Fig. 1: run 1, the metal 3 layer
Scale: 6 px per µm. Cells faint in the background.
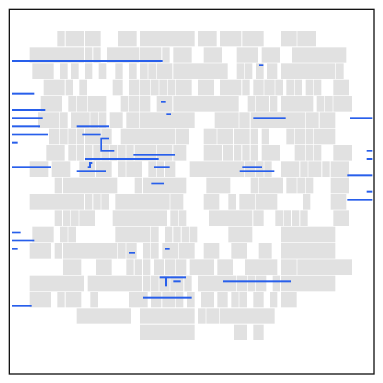
Fig. 2: run 1, signal wires by layer
Scale: 8 px per µm. Two of the layers only.
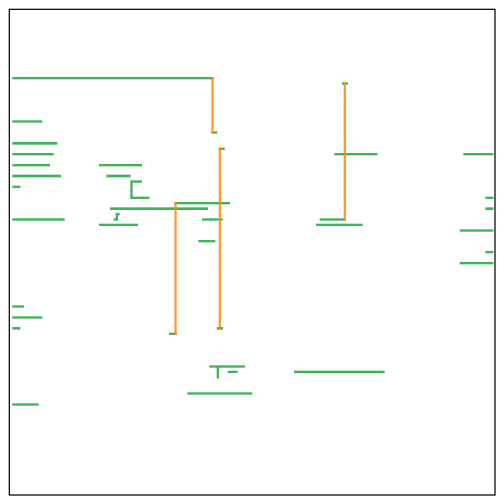
Fig. 3: run 1, track usage over the die
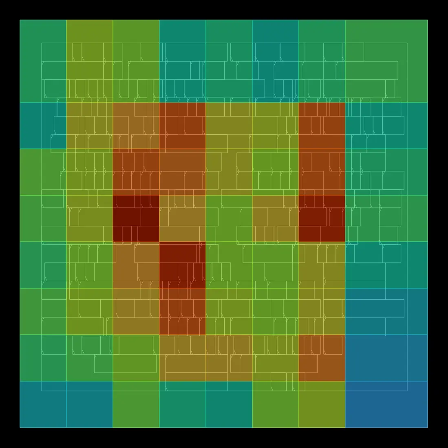
Fig. 4: run 1, sequential cells grouped by signal name
Scale: 8 px per µm.
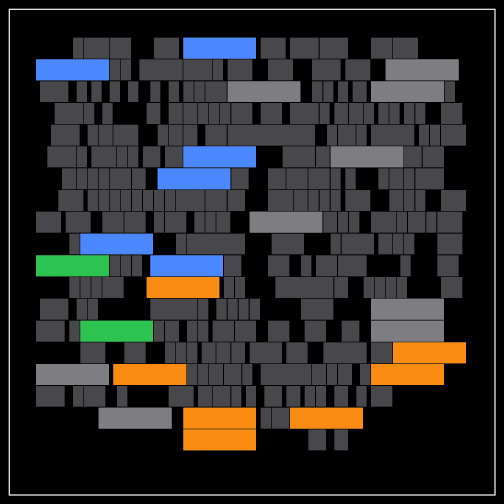
==> config.mk <==
export PLATFORM = sky130hd
export DESIGN_NAME = minute_second_timebase
export DESIGN_NICKNAME = d
export VERILOG_FILES = /design/src/rtl/minute_second_timebase.sv
export SDC_FILE = /design/constraint.sdc
export NUM_CORES = 1
export LEC_CHECK = 0
export ABC_AREA = 1
export CORE_MARGIN = 3
export CORE_UTILIZATION = 51
export CTS_CLUSTER_DIAMETER = 40
export DETAILED_ROUTE_END_ITERATION = 16
export PLACE_DENSITY_LB_ADDON = 0.2
export SLEW_MARGIN = 20
export SYNTH_ARGS = -nofsm -noshare
export SYNTH_HDL_FRONTEND = slang
export SYNTH_SLANG_ARGS = --single-unit
==> constraint.sdc <==
create_clock -name clk -period 1.6 [get_ports clk]
set_clock_uncertainty 0.1 [all_clocks]
set_input_delay 0.32 -clock clk [delete_from_list [all_inputs] [get_ports clk]]
set_output_delay 0.32 -clock clk [all_outputs]
set_load 0.01 [all_outputs]
==> metrics.yaml, run 1 <==
status: "finished, final reports clean"
ys_chip_area_mm2: 0.00152
met1Wirelength_um: 1540
drive_above_1_share_pct: 19.9
tightestPinTransition_ns: 0.313
syn_to_final_growth_pct: 35.1
postCtsHoldBufs: 0
ys_top_cells_by_count: "69 x nand2_1, 25 x nor2_1, 24 x dfrtp_1, 17 x nand3_1, 16 x inv_1"
most_common_cell: "nand2_1"
edf_count: 0
holdWs_ns: 0.219
netlist_instances: 204
clockPowerShare_pct: 26.1
fin_tns_setup_ns: 0
diodes: 0
place_area_mm2: 0.00190
switchingPower_mw: 0.529
adder_share_pct: 2.48
r2r_cells: 10
port_buffers: 30
min_period_over_period_pct: 95.1
min_period_ns: 1.52
nNonClkBuffers: 55
comb_cell_power_mw: 0.572
cpPeakStageDelay_ns: 0.40
layout_top_cells: "68 x nand2_1, 24 x nor2_1, 24 x dfrtp_1, 24 x buf_4, 17 x nand3_1"
vdd_drop_max_mv: 0.513
warning_count: 27
synth.yosys.warnings: 0
avgSynthCellArea_um2: 7.43
ys_seq_elements: 24
antenna_found_initial: 0
fillers: 226
netlist_area_mm2: 0.00152
design_area_mm2: 0.00205
clock_sinks: 24
drtAntennaViolNets: 0
grt_setup_unrepaired: "yes"
clockNetworkAreaShare_pct: 2.56
clkTransAtPathRegs_ns: 0.14
drtIter0Drc: 86
sh_comb_area_pct: 38.9
cts_tree: "built"
fp.dieH_um: 60.5
dp.cells: 270
dominant_cells: "multi-input combinational cells"
top_cell_area_share_pct: 39.6
die-area_mm2: 0.00366
crit_arrival_ns: 1.70
synthTopLogicFamily: "simple AND/OR/NAND/NOR gates"
yosysCellCount: 204
crit_family: "simple AND/OR/NAND/NOR gates"
nClkBuffers: 3
top_area_cell: "dfrtp_1"
hold_viol: 0
grt_pass1_vias: 1390
power-top-group: "sequential cells"
slew_viol_final: 0
ys_types: 30
p_total_mw: 1.73
core.rowCount: 19
ff2ff_setup_slack_ns: 0.08
gp_congestion: 0.920
cts_setup_buffers: 11
viasPerCell: 5.22
largest_reg_flops: 7
ys.flop_type: "dfrtp_1"
nets: 276
clk_path_buf_depth: 2
first_pass_iters: 4
cp_slowest_cell: "dfrtp_1"
synth_nets: 223
route.met3.wl_um: 159
synthMuxAreaShare_pct: 0
grt_pass1_wl_um: 5820
n_all_inverters: 19
layout.area.comb_um2: 797
cap_violations: 0
ys_seq_share_pct: 39.6
swShare_pct: 30.6
synthSimpleGateAreaFrac_pct: 40.1
routed.top_layer: "met4"
floorplan.core_util_pct: 54.1
critPathRequiredTime_ns: 1.77
crit_path_end_kind: "flip-flop"
Back to the opening pictures, Fig. 1:
longest straight run	24.8 µm
nets with wire on the layer	34
wire length on this layer	159 µm
main direction	horizontal
share of all routed wire	4.5%
Post-Route WL: 3510 µm
met3 usage: 3.62%
via count: 1499

Back to the opening pictures, Fig. 2:
layer	colour	wire length
M3	green	159 µm
M4	orange	62.6 µm
post-DR wirelength/cell: 12.2 µm
Tot GR Track Use: 20.7%

Back to the opening pictures, Fig. 3:
met1 GRT Util: 27.2%
post-layout util: 73.1%
GR peak layer: met2
GR Util met2: 34.4%

Back to the opening pictures, Fig. 4:
name in the netlist	colour	flops
`pre_q`	orange	7
`minutes`	blue	6
`state_q`	green	2
not coloured	9
sequential share of cell area: 29.3%
Seq power: 0.705 mW
Reg area: 601 µm²

Fig. 5: run 1, metal 1
Scale: 10 px per µm. Supply wires on this layer in grey. Cells faint in the background.
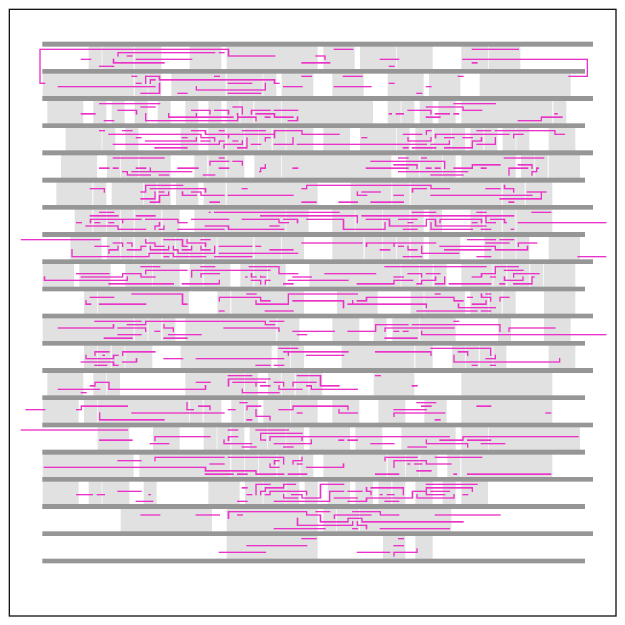

## Run 2: what changed since run 1
CAP_MARGIN = 10   (was not set)
CORE_MARGIN = 10   (was 3)
PLACE_DENSITY = 0.78   (was not set)
PLACE_DENSITY_LB_ADDON = not set   (was 0.2)
Fig. 6: run 2, metal 1
Scale: 8 px per µm. Supply wires on this layer in grey. Cells faint in the background.
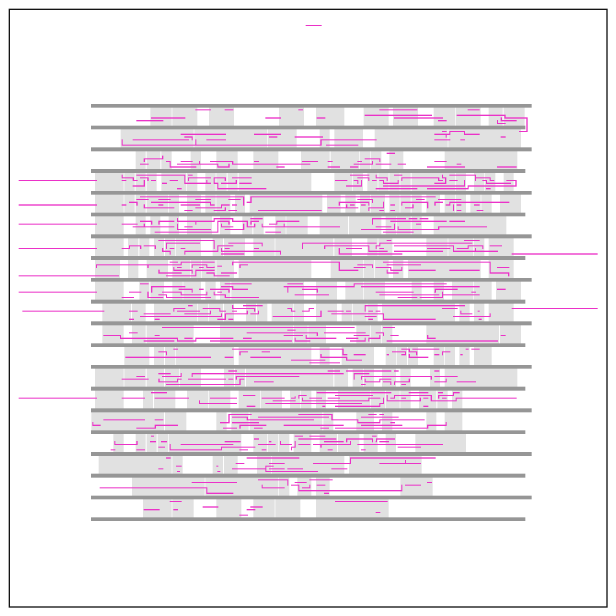
nets with wire on the layer	254
wire length on this layer	1670 µm
share of all routed wire	46%
longest straight run	24.8 µm
via count: 1447
Post-Route WL: 3630 µm
met1 GRT Util: 17.0%

Fig. 7: run 2, track usage over the die
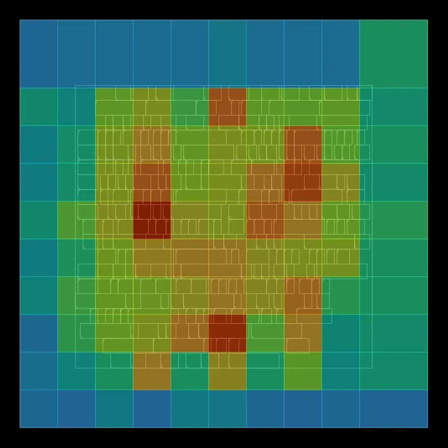
Tot GR Track Use: 13.5%
GR Util met2: 23.0%
met3 usage: 2.66%

==> run 2 against run 1 <==
- via count fell by 3.5%
- die size rose by 52%
- non-clock buffer count fell by 1
- combinational power rose by 1%
- critical path depth rose by 1
- power rose by 0.67%
- flip-flop count did not move
- sequential power rose by 1%
- clock power barely moved
- highest routed layer unchanged
==> metrics.yaml, run 2 <==
floorplan.core_util_pct: 54.1  # unchanged
nClkBuffers: 3  # unchanged
status: "finished, final reports clean"
clockNetworkAreaShare_pct: 2.57  # about the same
tightestPinTransition_ns: 0.322  # +0.00926 ns
synth.yosys.warnings: 0  # unchanged
met1Wirelength_um: 1670  # +8.4%
cts_setup_buffers: 10  # -1
viasPerCell: 5.06  # -3.1%
avgRoutedWirePerCell_um: 12.7  # +3.8%
clkTransAtPathRegs_ns: 0.15  # about the same
sh_seq_area_pct: 29.3  # about the same
grt_pass1_wl_um: 6060  # +4.0%
clk_path_buf_depth: 2  # unchanged
port_buffers: 30  # unchanged
dp.cells: 269  # -0.37%
core.rowCount: 19  # unchanged
slew_viol_final: 0  # unchanged
route.met3.wl_um: 144  # -9.4%
drtIter0Drc: 82  # -4.7%
min_period_ns: 1.51  # -0.00788 ns
flop_area_um2: 601  # unchanged
crit_family: "simple AND/OR/NAND/NOR gates"
post-route-util_pct: 73.0  # about the same
hold_viol: 0  # unchanged
netlist_instances: 204  # unchanged
diodes: 0  # unchanged
min_period_over_period_pct: 94.6  # -0.49 points
holdWs_ns: 0.232  # +0.0133 ns
ff2ff_setup_slack_ns: 0.09  # about the same
synthSimpleGateAreaFrac_pct: 40.1  # unchanged
critPathRequiredTime_ns: 1.78  # about the same
clock_sinks: 24  # unchanged
cts_tree: "built"
place_area_mm2: 0.00189  # -0.39%
synthTopLogicFamily: "simple AND/OR/NAND/NOR gates"
sequentialPower_mw: 0.713  # +1%
fin_tns_setup_ns: 0  # unchanged
syn_to_final_growth_pct: 35.1  # about the same
ys_types: 30  # unchanged
grt_pass1_vias: 1404  # +1.0%
warning_count: 26  # -3.7%
No activity file was given, so power comes from the tool's default toggle rates.
